[config.mk]
export PLATFORM = sky130hd
export DESIGN_NAME = uart_tx_frame
export DESIGN_NICKNAME = d
export VERILOG_FILES = /design/src/rtl/uart_tx_frame.sv
export SDC_FILE = /design/constraint.sdc
export NUM_CORES = 1
export LEC_CHECK = 0
export CAP_MARGIN = 10
export CORE_ASPECT_RATIO = 1.2
export CORE_MARGIN = 8
export CORE_UTILIZATION = 35
export DETAILED_ROUTE_END_ITERATION = 12
export SYNTH_ARGS = -nofsm -noshare
export SYNTH_HDL_FRONTEND = slang
export SYNTH_SLANG_ARGS = --single-unit
[constraint.sdc]
create_clock -name i_clk -period 3.2 [get_ports i_clk]
set_input_delay 0.32 -clock i_clk [delete_from_list [all_inputs] [get_ports i_clk]]
set_output_delay 0.32 -clock i_clk [all_outputs]
set_load 0.01 [all_outputs]
[src/rtl/uart_tx_frame.sv]
// uart_tx_frame -- parametrised UART transmitter, one frame per accepted request.
//
// Frame: start(0), DATA_BITS data bits LSB first, optional parity, STOP_BITS stop(1).
// Every bit is held for CLKS_PER_BIT clocks. o_tx is registered and is driven
// with the value of the upcoming bit on each bit boundary, so the start bit
// appears on the cycle right after accept.
//
// Optional feature macro: UART_TX_PARITY_EN
//   defined   -> a parity bit follows the data; PARITY_ODD picks odd (1) or even (0)
//   undefined -> no parity state or logic, PARITY_ODD is ignored
//
// Ports:
//   i_clk       clock
//   i_rst       synchronous active-high reset, aborts a frame in flight
//   i_tx_dv     request valid; accepted when o_tx_ready is high
//   i_tx_data   payload, sampled only on accept
//   o_tx_ready  high only while idle
//   o_tx        serial line, idles high
//   o_tx_active high from the first start-bit cycle to the last stop-bit cycle
//   o_tx_done   one-cycle pulse on the first idle cycle after a frame
module uart_tx_frame #(
    parameter int CLKS_PER_BIT = 87,
    parameter int DATA_BITS    = 8,
    parameter int STOP_BITS    = 1,
    parameter int PARITY_ODD   = 0
) (
    input  logic                 i_clk,
    input  logic                 i_rst,
    input  logic                 i_tx_dv,
    input  logic [DATA_BITS-1:0] i_tx_data,
    output logic                 o_tx_ready,
    output logic                 o_tx,
    output logic                 o_tx_active,
    output logic                 o_tx_done
);

    localparam int CW = $clog2(CLKS_PER_BIT);
    localparam int BW = (DATA_BITS > 2) ? $clog2(DATA_BITS) : 1;

    localparam logic [CW-1:0] BAUD_LAST = CW'(CLKS_PER_BIT - 1);
    localparam logic [BW-1:0] DATA_LAST = BW'(DATA_BITS - 1);
    localparam logic [BW-1:0] STOP_LAST = BW'(STOP_BITS - 1);

    localparam logic [2:0] S_IDLE   = 3'd0;
    localparam logic [2:0] S_START  = 3'd1;
    localparam logic [2:0] S_DATA   = 3'd2;
`ifdef UART_TX_PARITY_EN
    localparam logic [2:0] S_PARITY = 3'd3;
`endif
    localparam logic [2:0] S_STOP   = 3'd4;

    // Elaboration-time legality checks on the configuration.
    if (CLKS_PER_BIT < 2) begin : g_bad_clks
        $error("uart_tx_frame: CLKS_PER_BIT must be >= 2");
    end
    if (DATA_BITS < 5 || DATA_BITS > 9) begin : g_bad_data
        $error("uart_tx_frame: DATA_BITS must be 5..9");
    end
    if (STOP_BITS < 1 || STOP_BITS > 2) begin : g_bad_stop
        $error("uart_tx_frame: STOP_BITS must be 1 or 2");
    end
    if (PARITY_ODD < 0 || PARITY_ODD > 1) begin : g_bad_par
        $error("uart_tx_frame: PARITY_ODD must be 0 or 1");
    end

    logic [2:0]           state;
    logic [CW-1:0]        baud;
    logic [BW-1:0]        bit_idx;   // data bit index, reused to count stop bits
    logic [DATA_BITS-1:0] sh;        // sh[0] is the data bit currently on the line
`ifdef UART_TX_PARITY_EN
    logic                 par_q;     // parity captured at accept; sh is consumed by shifting
`endif

    logic bit_end;
    assign bit_end    = (baud == BAUD_LAST);
    assign o_tx_ready = (state == S_IDLE);

    always_ff @(posedge i_clk) begin
        if (i_rst) begin
            state       <= S_IDLE;
            baud        <= '0;
            bit_idx     <= '0;
            sh          <= '0;
            o_tx        <= 1'b1;
            o_tx_active <= 1'b0;
            o_tx_done   <= 1'b0;
`ifdef UART_TX_PARITY_EN
            par_q       <= 1'b0;
`endif
        end else begin
            o_tx_done <= 1'b0;
            if (state == S_IDLE) begin
                // Counters are held at zero while idle.
                baud    <= '0;
                bit_idx <= '0;
                if (i_tx_dv) begin
                    sh          <= i_tx_data;
`ifdef UART_TX_PARITY_EN
                    par_q       <= (^i_tx_data) ^ (PARITY_ODD != 0);
`endif
                    o_tx        <= 1'b0;
                    o_tx_active <= 1'b1;
                    state       <= S_START;
                end
            end else begin
                baud <= bit_end ? '0 : baud + CW'(1);
                if (bit_end) begin
                    case (state)
                        S_START: begin
                            state   <= S_DATA;
                            bit_idx <= '0;
                            o_tx    <= sh[0];
                        end
                        S_DATA: begin
                            if (bit_idx == DATA_LAST) begin
                                bit_idx <= '0;
`ifdef UART_TX_PARITY_EN
                                state   <= S_PARITY;
                                o_tx    <= par_q;
`else
                                state   <= S_STOP;
                                o_tx    <= 1'b1;
`endif
                            end else begin
                                bit_idx <= bit_idx + BW'(1);
                                o_tx    <= sh[1];
                                sh      <= {1'b0, sh[DATA_BITS-1:1]};
                            end
                        end
`ifdef UART_TX_PARITY_EN
                        S_PARITY: begin
                            state   <= S_STOP;
                            bit_idx <= '0;
                            o_tx    <= 1'b1;
                        end
`endif
                        S_STOP: begin
                            if (bit_idx == STOP_LAST) begin
                                state       <= S_IDLE;
                                bit_idx     <= '0;
                                o_tx        <= 1'b1;
                                o_tx_active <= 1'b0;
                                o_tx_done   <= 1'b1;
                            end else begin
                                bit_idx <= bit_idx + BW'(1);
                            end
                        end
                        default: begin
                            state       <= S_IDLE;
                            o_tx        <= 1'b1;
                            o_tx_active <= 1'b0;
                        end
                    endcase
                end
            end
        end
    end

endmodule

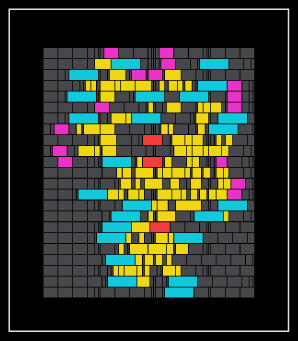
Fig. 1. Placement by cell class.
Drawn at 4 px/micron. Fill, decap, tap and diode cells in gray.
| class | color | cells | share of their area |
|---|---|---|---|
| clock drivers | red | 3 | 3.1% |
| sequential cells | cyan | 24 | 36% |
| remaining buffers and delay cells | magenta | 15 | 11% |
| combinational and other logic | yellow | 104 | 51% |

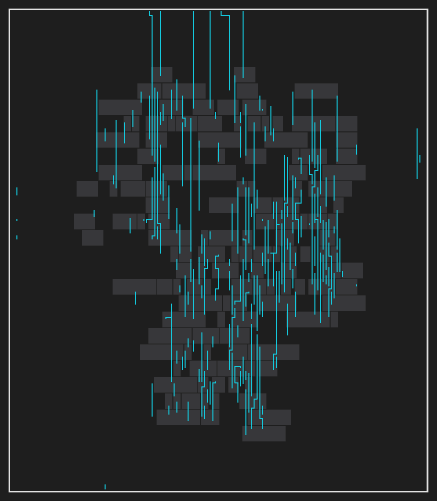
Fig. 2. Met2 routing.
Drawn at 6 px/micron.
longest straight run: 23.3 microns
main direction: vertical
total via count in the routed design: 930
met2 usage in global routing: 12.8%

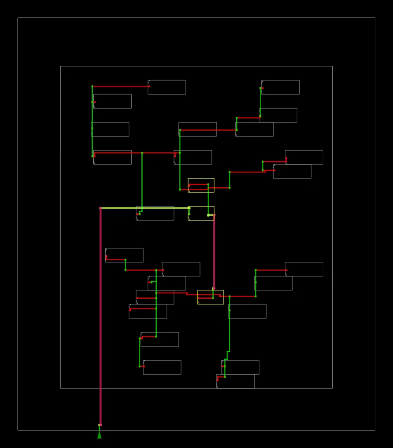
Fig. 3. Clock wiring as the flow saved it.
CTS Sinks: 24
Inserted Clock Buffers: 3
Clk Latency, worst-skew pair: 0.26 ns

==> impl_metrics.py <==
# Physical implementation metrics
metrics = {
    "floorplan": {
        "rows": 23,
        "pin_count": 15,
        "core_sq_um": 3310,
        "die_area_sq_um": 5570,
        "die_height_microns": 80.1,
        "floorplan.tapcells": 37,
        "fp.dieW_microns": 69.5,
        "core_util_floorplan_pct": 36.3,
    },
    "layout": {
        "nClkBuffers": 3,
        "layout_top_cells": "sky130_fd_sc_hd__dfxtp_1, sky130_fd_sc_hd__nor2_1, sky130_fd_sc_hd__clkdlybuf4s50_1",
        "diodes": 0,
        "nMultiInputCombCells": 98,
        "num-nonclk-inverters": 6,
        "area_fraction_of_clock_buffers_and_clock_inverters_pct": 2.95,
        "flow.area_growth_from_synthesis_pct": 16.6,
        "buffer_area_share_pct": 10.6,
        "net_total_in_the_final_layout": 164,
        "mi_logic_area_sq_um": 661,
        "ff_latch_area_sq_um": 480,
        "fillers": 343,
        "layout.cells.most_common": "sky130_fd_sc_hd__dfxtp_1",
        "layout.area.top_class": "combinational gates",
        "final_layout_size_suffix_gt1_share_pct": 10.3,
        "num-nonclk-buffers": 15,
        "seq_total_area_pct": 34.3,
        "n_sequential_cell": 24,
        "fraction_of_area_in_multi_input_gates_pct": 47.2,
    },
    "critical_path": {
        "critPathArrivalTime_ns": 1.85,
        "critPathCaptureType": "primary output",
        "worstSetupPathDepth": 3,
        "critical_path.reg2reg.startpoint": "state[0]$_SDFFE_PP0P_",
        "r2r-end": "state[2]$_SDFFE_PP0P_",
        "critPathMaxStageDelay_ns": 0.56,
        "critical_path_startpoint": "state[0]$_SDFFE_PP0P_",
        "crit_chain": "nor3_1 > buf_4 > clkdlybuf4s50_1",
        "timing.critical_path.buf_inv": 2,
        "ff2ff_path_depth": 5,
        "timing.reg2reg.setup_slack_ns": 1.26,
        "timing.critical_path.from_type": "flip-flop",
        "cp_max_fanout": 12,
        "category_of_cells_accounting_for_the_largest_share_of_critical_path_delay": "buffers and inverters",
        "required_ns": 2.88,
        "slowest_stage": "sky130_fd_sc_hd__clkdlybuf4s50_1",
        "timing_worst_setup_path_type": "flip-flop to primary output",
        "critical_path.endpoint": "o_tx_ready",
    },
    "global_route": {
        "grt_first_pass_wirelength_microns": 3970,
        "vias_in_the_first_global_route": 929,
        "groute.usage.overall_pct": 8.38,
        "grt_overflow_total": 0,
        "maximum_number_of_pins_on_one_net_before_global_route_repair": 17,
        "antenna_found_initial": 0,
    },
    "min_path": {
        "hold_path_startpoint": "sh[7]$_SDFFE_PP0P_",
        "hold_path.class": "flip-flop to flip-flop",
    },
    "clocking": {
        "cts_max_path_buffers": 2,
        "post-cts-setup-buffer-count": 0,
        "clkSlewWorstSetupHoldPaths_ns": 0.08,
        "post_cts_resize_count": 0,
        "cts_root_buf": "sky130_fd_sc_hd__clkbuf_8",
        "cts_tree": "built",
        "h-tree-depth": 1,
        "post_cts_hold_buffer_count": 0,
    },
    "synthesis": {
        "synth-edff-count": 0,
        "mappedNetlistNets": 151,
        "sequential_fraction_of_the_synthesis_area_pct": 40.0,
        "numSynthFlops": 24,
        "area_share_top_type_pct": 40.0,
        "synth.largest_area_cell": "sky130_fd_sc_hd__dfxtp_1",
        "synthTopCellsByArea": "sky130_fd_sc_hd__dfxtp_1, sky130_fd_sc_hd__mux2_2, sky130_fd_sc_hd__nor2_1",
        "ys_cells": 135,
        "synth.cell_area_sq_um": 1200,
        "ys_types": 36,
        "ys_dominant_reg_cell": "sky130_fd_sc_hd__dfxtp_1",
        "syn_area_per_cell_sq_um": 8.89,
        "synth_async_sr_flop_share_pct": 0,
        "ys.warnings.count": 0,
        "synth_top_cell_by_count": "sky130_fd_sc_hd__dfxtp_1",
        "postSynthCellCount": 135,
        "area_figure_in_the_yosys_stat_output_sq_um": 1200,
        "netlist_top_cells_count": "sky130_fd_sc_hd__dfxtp_1, sky130_fd_sc_hd__nor2_1, sky130_fd_sc_hd__nand2_1",
    },
    "placed_design": {
        "place.gp.congestion": 0.797,
        "dp_hpwl_microns": 1700,
        "io_buffers": 14,
    },
    "sta": {
        "setup_violations": 0,
        "max-slew-margin-rel_pct": 60.8,
        "fmaxAchievable_ghz": 0.461,
        "rsz0062_at_grt": "false",
        "worst-slew-pin-transition_ns": 0.586,
        "hold_ws_ns": 0.459,
        "finalCriticalPeriod_ns": 2.17,
        "report.final.hold_viol_count": 0,
        "post-route-period-util_pct": 67.8,
        "worst_clock_skew_ns": 0.00559,
        "slew_viol_final": 0,
        "setup_total_negative_slack_ns": 0,
    },
    "pwr": {
        "power_per_cell_area_nw_per_um2": 473,
        "power.ir.vdd_worst_mv": 0.193,
        "leakagePower_nw": 0.537,
    },
    "route": {
        "routed_via_density": 5.08,
        "detail_route.drc_violations": 0,
        "dr.pass1.iters": 4,
        "initialDrtViolationCount": 99,
        "wire_length_per_cell_after_detailed_routing_microns": 12.6,
        "routed_wirelength_microns": 2300,
        "detail-route-antenna-nets": 0,
    },
    "outcome": {
        "outcome": "completed",
    },
    "run": {
        "max-cap-violations": 0,
        "openroad.warnings": 28,
    },
}
==> cells by family after synthesis <==
kind of cell / share of synthesized area, %
adder cells (fa/ha/maj): 5.21
AND-OR/OR-AND: 9.91
multiplexers: 12.4
flip-flops: 40.0
AND/OR/NAND/NOR: 23.2
buffers and inverters: 4.90
XOR/XNOR: 4.38
==> layer usage <==
layer | share of wire [%] | track usage (%) | vias up | wire (microns)
li1 | - | - | 488 | -
met1 | 48 | 9.99 | 416 | 1090
met2 | 45 | 12.8 | 20 | 1040
met3 | 3.8 | 1.60 | 6 | 87
met4 | 3.2 | 6.98 | 0 | 74
met5 | 0 | 0 | - | 0
==> worst min-delay path by stage <==
stage                         end  cells after the start  slack [ns]
2_1_floorplan  sh[7]$_SDFFE_PP0P_                      2        0.43
3_3_place_gp   sh[7]$_SDFFE_PP0P_                      2        0.44
3_5_place_dp   sh[7]$_SDFFE_PP0P_                      2        0.45
4_1_cts        sh[7]$_SDFFE_PP0P_                      2        0.46
5_1_grt        sh[7]$_SDFFE_PP0P_                      2        0.49
6_report       sh[7]$_SDFFE_PP0P_                      2        0.46
==> through the flow <==
step	std cells	power, W	setup WS (ns)	utilization (%)	instance area (sq um)
after floorplan	135	0.000452	1.42	-	1200
after global placement	180	0.000493	1.28	41.0	1360
after global routing	183	0.000696	0.915	42.3	1400
final	183	0.000661	1.03	42.3	1400
after CTS	183	0.000669	1.02	42.3	1400
after detailed placement	180	0.000495	1.27	41.0	1360
==> where the power goes <==
group / internal (W) / switching [W]
clock network: 0.0000841 / 0.0000897
logic: 0.0000789 / 0.0000675
registers: 0.000320 / 0.0000214
total: 0.000483 / 0.000179
==> state kept, by name, indices dropped and copies added (netlist names) <==
register	flops
o_tx_done	1
bit_idx	3
o_tx	1
baud	7
o_tx_active	1
sh	8
state	3
No activity file was given, so power comes from the tool's default toggle rates.
